==> src/rtl/arith_seq_ctrl_if.sv <==
// Request/response bundle for arith_seq_ctrl: operation capture handshake in,
// result handshake out.
interface arith_seq_ctrl_if;
  logic        in_valid;
  logic        in_ready;
  logic [1:0]  op;
  logic [15:0] inputA;
  logic [15:0] inputB;
  logic        out_valid;
  logic        out_ready;
  logic [31:0] result;
  logic        carry;
  logic        overflow;
  logic        err;

  modport master (
    output in_valid, op, inputA, inputB, out_ready,
    input  in_ready, out_valid, result, carry, overflow, err
  );

  modport slave (
    input  in_valid, op, inputA, inputB, out_ready,
    output in_ready, out_valid, result, carry, overflow, err
  );
endinterface

==> src/rtl/arith_seq_ctrl.sv <==
// Sequential add/subtract/multiply unit built around a single 16-bit ripple
// adder; multiply is 16-step shift-and-add through that same adder.
module arith_seq_ctrl (
  input  logic              clk,
  input  logic              rst_n,
  arith_seq_ctrl_if.slave   bus
);

  localparam logic [1:0] StIdle   = 2'd0;
  localparam logic [1:0] StAddsub = 2'd1;
  localparam logic [1:0] StMul    = 2'd2;
  localparam logic [1:0] StDone   = 2'd3;

  localparam logic [1:0] OpAdd = 2'b00;
  localparam logic [1:0] OpSub = 2'b01;
  localparam logic [1:0] OpMul = 2'b10;
  localparam logic [1:0] OpRsv = 2'b11;

  logic [1:0]  state_q, state_d;
  logic [1:0]  op_q, op_d;
  logic [15:0] a_q, a_d;
  logic [15:0] hi_q, hi_d;
  logic [15:0] lo_q, lo_d;
  logic [3:0]  cnt_q, cnt_d;
  logic [31:0] result_q, result_d;
  logic        carry_q, carry_d;
  logic        overflow_q, overflow_d;
  logic        err_q, err_d;

  // Shared ripple adder operands; lo_q doubles as the B register for add/sub.
  logic [15:0] add_a, add_b, add_bx, sum;
  logic        mode, cy, c15, c16;

  always_comb begin
    add_a = a_q;
    add_b = lo_q;
    mode  = 1'b0;
    if (state_q == StMul) begin
      add_a = hi_q;
      add_b = lo_q[0] ? a_q : 16'h0;
    end else begin
      mode = (op_q == OpSub);
    end
    add_bx = add_b ^ {16{mode}};
    cy     = mode;
    c15    = 1'b0;
    sum    = '0;
    for (int i = 0; i < 16; i++) begin
      if (i == 15) c15 = cy;
      sum[i] = add_a[i] ^ add_bx[i] ^ cy;
      cy     = (add_a[i] & add_bx[i]) | (cy & (add_a[i] ^ add_bx[i]));
    end
    c16 = cy;
  end

  always_comb begin
    state_d    = state_q;
    op_d       = op_q;
    a_d        = a_q;
    hi_d       = hi_q;
    lo_d       = lo_q;
    cnt_d      = cnt_q;
    result_d   = result_q;
    carry_d    = carry_q;
    overflow_d = overflow_q;
    err_d      = err_q;

    case (state_q)
      StIdle: begin
        if (bus.in_valid) begin
          op_d    = bus.op;
          a_d     = bus.inputA;
          lo_d    = bus.inputB;
          hi_d    = 16'h0;
          cnt_d   = 4'd0;
          state_d = (bus.op == OpMul) ? StMul : StAddsub;
        end
      end
      StAddsub: begin
        if (op_q == OpRsv) begin
          result_d   = 32'h0;
          carry_d    = 1'b0;
          overflow_d = 1'b0;
          err_d      = 1'b1;
        end else begin
          result_d   = {16'h0, sum};
          carry_d    = c16;
          overflow_d = c16 ^ c15;
          err_d      = 1'b0;
        end
        state_d = StDone;
      end
      StMul: begin
        hi_d  = {c16, sum[15:1]};
        lo_d  = {sum[0], lo_q[15:1]};
        cnt_d = cnt_q + 4'd1;
        if (cnt_q == 4'd15) begin
          result_d   = {c16, sum[15:1], sum[0], lo_q[15:1]};
          carry_d    = 1'b0;
          overflow_d = 1'b0;
          err_d      = 1'b0;
          state_d    = StDone;
        end
      end
      StDone: begin
        if (bus.out_ready) state_d = StIdle;
      end
      default: state_d = StIdle;
    endcase
  end

  always_ff @(posedge clk or negedge rst_n) begin
    if (!rst_n) begin
      state_q    <= StIdle;
      op_q       <= OpAdd;
      a_q        <= '0;
      hi_q       <= '0;
      lo_q       <= '0;
      cnt_q      <= '0;
      result_q   <= '0;
      carry_q    <= 1'b0;
      overflow_q <= 1'b0;
      err_q      <= 1'b0;
    end else begin
      state_q    <= state_d;
      op_q       <= op_d;
      a_q        <= a_d;
      hi_q       <= hi_d;
      lo_q       <= lo_d;
      cnt_q      <= cnt_d;
      result_q   <= result_d;
      carry_q    <= carry_d;
      overflow_q <= overflow_d;
      err_q      <= err_d;
    end
  end

  assign bus.in_ready  = (state_q == StIdle);
  assign bus.out_valid = (state_q == StDone);
  assign bus.result    = result_q;
  assign bus.carry     = carry_q;
  assign bus.overflow  = overflow_q;
  assign bus.err       = err_q;

endmodule

==> src/flat_wrapper.sv <==
// flat-port wrapper written by rule: the top's interface ports become plain ports
module arith_seq_ctrl_flat 
  (clk, rst_n, bus_in_valid, bus_op, bus_inputA, bus_inputB, bus_out_ready, bus_in_ready, bus_out_valid, bus_result, bus_carry, bus_overflow, bus_err);
  arith_seq_ctrl_if bus_i ();
  input  logic clk;
  input  logic rst_n;
  input wire logic [$bits(bus_i.in_valid)-1:0] bus_in_valid;
  input wire logic [$bits(bus_i.op)-1:0] bus_op;
  input wire logic [$bits(bus_i.inputA)-1:0] bus_inputA;
  input wire logic [$bits(bus_i.inputB)-1:0] bus_inputB;
  input wire logic [$bits(bus_i.out_ready)-1:0] bus_out_ready;
  output wire logic [$bits(bus_i.in_ready)-1:0] bus_in_ready;
  output wire logic [$bits(bus_i.out_valid)-1:0] bus_out_valid;
  output wire logic [$bits(bus_i.result)-1:0] bus_result;
  output wire logic [$bits(bus_i.carry)-1:0] bus_carry;
  output wire logic [$bits(bus_i.overflow)-1:0] bus_overflow;
  output wire logic [$bits(bus_i.err)-1:0] bus_err;
  assign bus_i.in_valid = bus_in_valid;
  assign bus_i.op = bus_op;
  assign bus_i.inputA = bus_inputA;
  assign bus_i.inputB = bus_inputB;
  assign bus_i.out_ready = bus_out_ready;
  assign bus_in_ready = bus_i.in_ready;
  assign bus_out_valid = bus_i.out_valid;
  assign bus_result = bus_i.result;
  assign bus_carry = bus_i.carry;
  assign bus_overflow = bus_i.overflow;
  assign bus_err = bus_i.err;
  arith_seq_ctrl u_core (.clk(clk), .rst_n(rst_n), .bus(bus_i));
endmodule
==> config.mk <==
export PLATFORM = sky130hd
export DESIGN_NAME = arith_seq_ctrl_flat
export DESIGN_NICKNAME = d
export VERILOG_FILES = /design/src/rtl/arith_seq_ctrl_if.sv /design/src/rtl/arith_seq_ctrl.sv /design/src/flat_wrapper.sv
export SDC_FILE = /design/constraint.sdc
export NUM_CORES = 1
export LEC_CHECK = 0
export CORE_UTILIZATION = 50
export DETAILED_ROUTE_END_ITERATION = 8
export PLACE_DENSITY = 0.75
export SLEW_MARGIN = 20
export SYNTH_ARGS = -nofsm -noshare
export SYNTH_HDL_FRONTEND = slang
export SYNTH_SLANG_ARGS = --single-unit
==> constraint.sdc <==
create_clock -name clk -period 9.7 [get_ports clk]
set_input_delay 2.91 -clock clk [delete_from_list [all_inputs] [get_ports clk]]
set_output_delay 2.91 -clock clk [all_outputs]
set_load 0.01 [all_outputs]
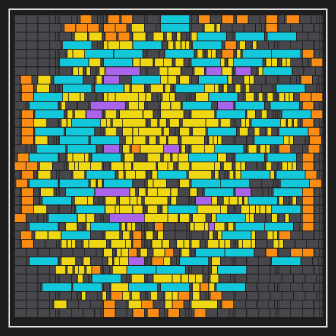
Fig. 1. Cells coloured by class.
Fill, decap, tap and diode cells in grey.
Key: clock drivers and dummy loads = purple [cells 15]; registers = cyan [cells 91]; remaining buffers and delay cells = orange [cells 82]; remaining logic cells = yellow [cells 319]

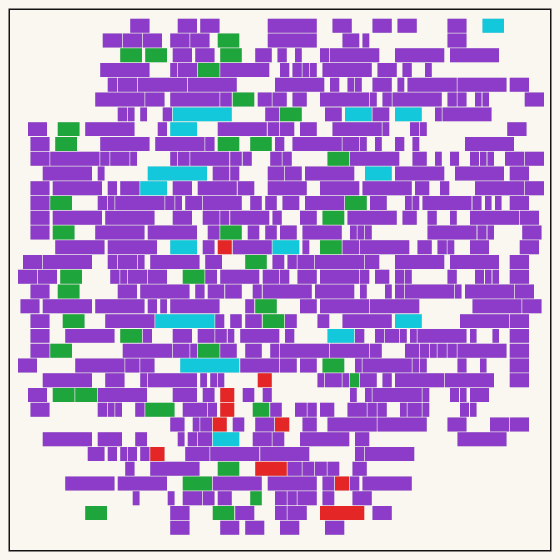
Fig. 2. Drive-strength map.
Key: x2 = green [cells 39, share 7.7%]; x3 and x4 = red [cells 10, share 2.0%]; x6 and larger = cyan [cells 15, share 3.0%]; x1 and smaller = purple [cells 443, share 87%]

==> flow_metrics.tcl <==
# place-and-route summary
set metrics [dict create \
    fin_crit_ns 8.07 \
    reg2reg_to "u_core.bus.result[15]" \
    seqPwrFrac_pct 26.9 \
    top_area_cell "dfrtp_1" \
    grtUsageMet3_pct 3.87 \
    worst_setup_path_start_kind "register" \
    dr.max_layer_used "met4" \
    muxShareOfSynthArea_pct 11.2 \
    worst_pin_slew_ns 0.795 \
    final-clk-cell-share_pct 4.51 \
    ys_cells 439 \
    wl_um 10600 \
    hold_ws_ns 0.481 \
    switchingPower_mw 1.10 \
    clk_latency_ns 0.36 \
    startpoint "u_core.state_q[0]" \
    postSynthSeqShare_pct 47.9 \
    yosys-stat-area_um2 4750 \
    rsz0062_at_grt "false" \
    cts_tree "done" \
    ys_warn_count 0 \
    routedWlPerCell_um 16.7 \
    preCtsSetupSlack_ns 1.67 \
    dr_wl_met2_um 4810 \
    largestClassByArea "logic gates" \
    simple_gate_share_pct 10.4 \
    critical-path-top-delay-family "adder cells" \
    maxCapViolCount 0 \
    finalSetupTns_ns 0 \
    diodes 0 \
    die_w_um 99.5 \
    switching_share_pct 43.8 \
    placed_cell_area_um2 5560 \
    cts_hold_buf 0 \
    status "finished clean" \
    lay_top_count "dfrtp_1" \
    slowest_delay_ns 0.44 \
    warning_count 29 \
    met1_length_um 5050 \
    synth_top_flop_cell "dfrtp_1" \
    dp_cells 621 \
    top_logic_kind "AND-OR/OR-AND gates" \
    buffer_area_share_pct 13.8 \
    edf_count 0 \
    finalHoldViolations 0 \
    coreArea_um2 9240 \
    drive_above_1_share_pct 12.6 \
    reg2regPathDepth 27 \
    comb_cells 311 \
    top_area_share_pct 47.9 \
    grt_busiest_layer "met1" \
    final_cells 636 \
    cp.arrival_ns 8.31 \
    cts_max_path_buffers 2 \
    period_used_pct 83.2 \
    worstPathMaxFanout 25 \
    syn_area_um2 4750 \
    ant_nets 0 \
    whs_endpoint "u_core.bus.result[27]" \
    dpl.hpwl_um 7500 \
    drt-vias-per-instance 5.52 \
    cp_slowest_cell "fa_1" \
    drt_pass1_iterations 4 \
    leakagePower_nw 2.48 \
    die_y_um 99.5 \
    numSynthFlops 91 \
    synth.area.top_cells "dfrtp_1 48%, mux2_2 7.8%, fa_1 6.3%" \
    endpoint_kind "register" \
    r2r_slack_ns 1.63 \
    peakVddDrop_mv 0.203 \
    cts_buffers 9 \
    gp_congestion 0.864 \
    cts_setup_buffers 0 \
    crit_end "u_core.bus.result[15]" \
    inv_count 8 \
    comb_power_share_pct 59.9 \
    register_area_um2 2280 \
    xor_share_pct 2.95 \
    ys_sh_adder_pct 7.64 \
    die-area_um2 9890 \
    cp_num_cells 27 \
    final_area_um2 5830 \
    clk_pin_slew_ns 0.09 \
    n_clock_buffer 10 \
    final-max-slew-violation-count 0 \
    root_buffer "clkbuf_8" \
    r2r_start "u_core.state_q[0]" \
    async_reset_ff_share_pct 100 \
    syn_avg_cell_area_um2 10.8 \
    synthCells 439 \
    grt_pass1_vias 3383 \
    grtUsageMet1_pct 36.2 \
    fp_nets 497 \
    final-comb-area_um2 2300 \
    areaGrowthSynthToFinish_pct 22.7 \
    grt_max_degree 92 \
    worst-endpoint-required_ns 9.94 \
    grt-ovfl-total 0 \
    vias 3509 \
    cts_resized 0 \
    skew_ns 0.0132 \
    cpMostUsedCell "fa_1" \
    finalWorstSetupSlack_ns 1.63 \
    comb_share_pct 39.4 \
    p_per_area_nw_per_um2 430 \
    post-route-util_pct 63.1 \
    holdCritStartpoint "u_core.bus.result[27]" \
    grt_pass1_wl_um 17800 \
    min_path_type "register to register" \
    final_cell_mix "91 x dfrtp_1, 73 x clkdlybuf4s50_1, 68 x nand2_1, 53 x o21ai_0, 33 x mux2_2" \
    fin_nets 561 \
    p_int_mw 1.41 \
    slew_headroom_pct 47.0 \
    drtIter0Drc 245 \
    pwr-share-clk_pct 13.3 \
    wl_met3_um 633 \
    max_freq_ghz 0.124 \
    gr-usage-all-layers_pct 23.3 \
    path_buffers 5 \
    use_met2_pct 34.1 \
    aoi_share_pct 15.9 \
    holdPathStages 2 \
]
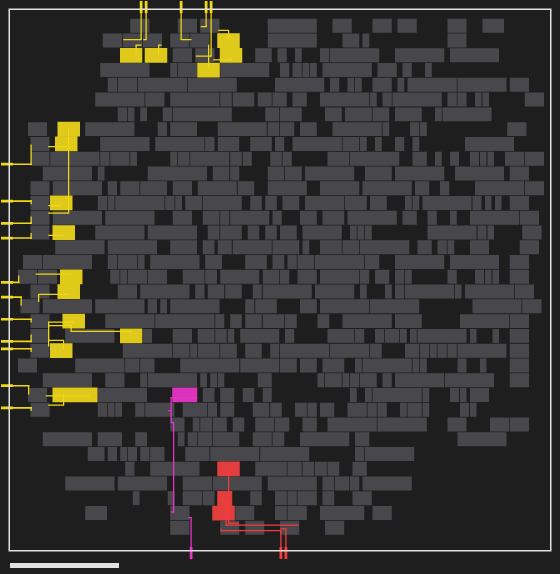
Fig. 3. Port wiring.
The bar under the picture is 20 µm long.
Key: `bus_inputA` = yellow [bits 16, direction input, end cells 16, wire 182 µm]; `bus_op` = red [bits 2, direction input, end cells 3, wire 50.3 µm]; `bus_out_valid` = magenta [bits 1, direction output, end cells 1, wire 33.1 µm]
I/O Pins: 75
port buffer count: 74

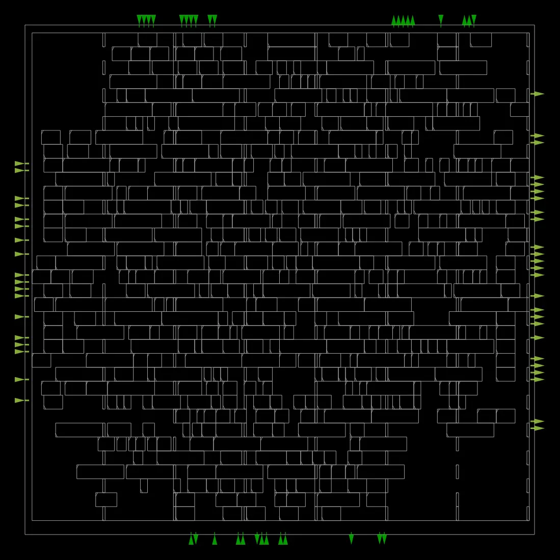
Fig. 4. Cell placement.
fill count: 746
std cell rows: 35
Seq area share: 39.1%
Seq cells: 91
Well Taps: 129

## power groups by stage
| stage | clock, mW | sequential (mW) | combinational, mW |
|---|---|---|---|
| 2_1_floorplan | 0 | 0.644 | 1.08 |
| 3_3_place_gp | 0 | 0.669 | 1.44 |
| 3_5_place_dp | 0 | 0.675 | 1.49 |
| 4_1_cts | 0.335 | 0.669 | 1.50 |
| 5_1_grt | 0.354 | 0.690 | 1.68 |
| 6_report | 0.333 | 0.673 | 1.50 |
## flip-flops by register name, indices dropped and copies added (netlist names)
signal               count
u_core.lo_q             16
u_core.a_q              16
u_core.bus.overflow      1
u_core.cnt_q             4
u_core.bus.carry         1
u_core.hi_q             16
u_core.state_q           2
u_core.bus.err           1
u_core.bus.result       32
u_core.op_q              2
No activity file was given, so power comes from the tool's default toggle rates.
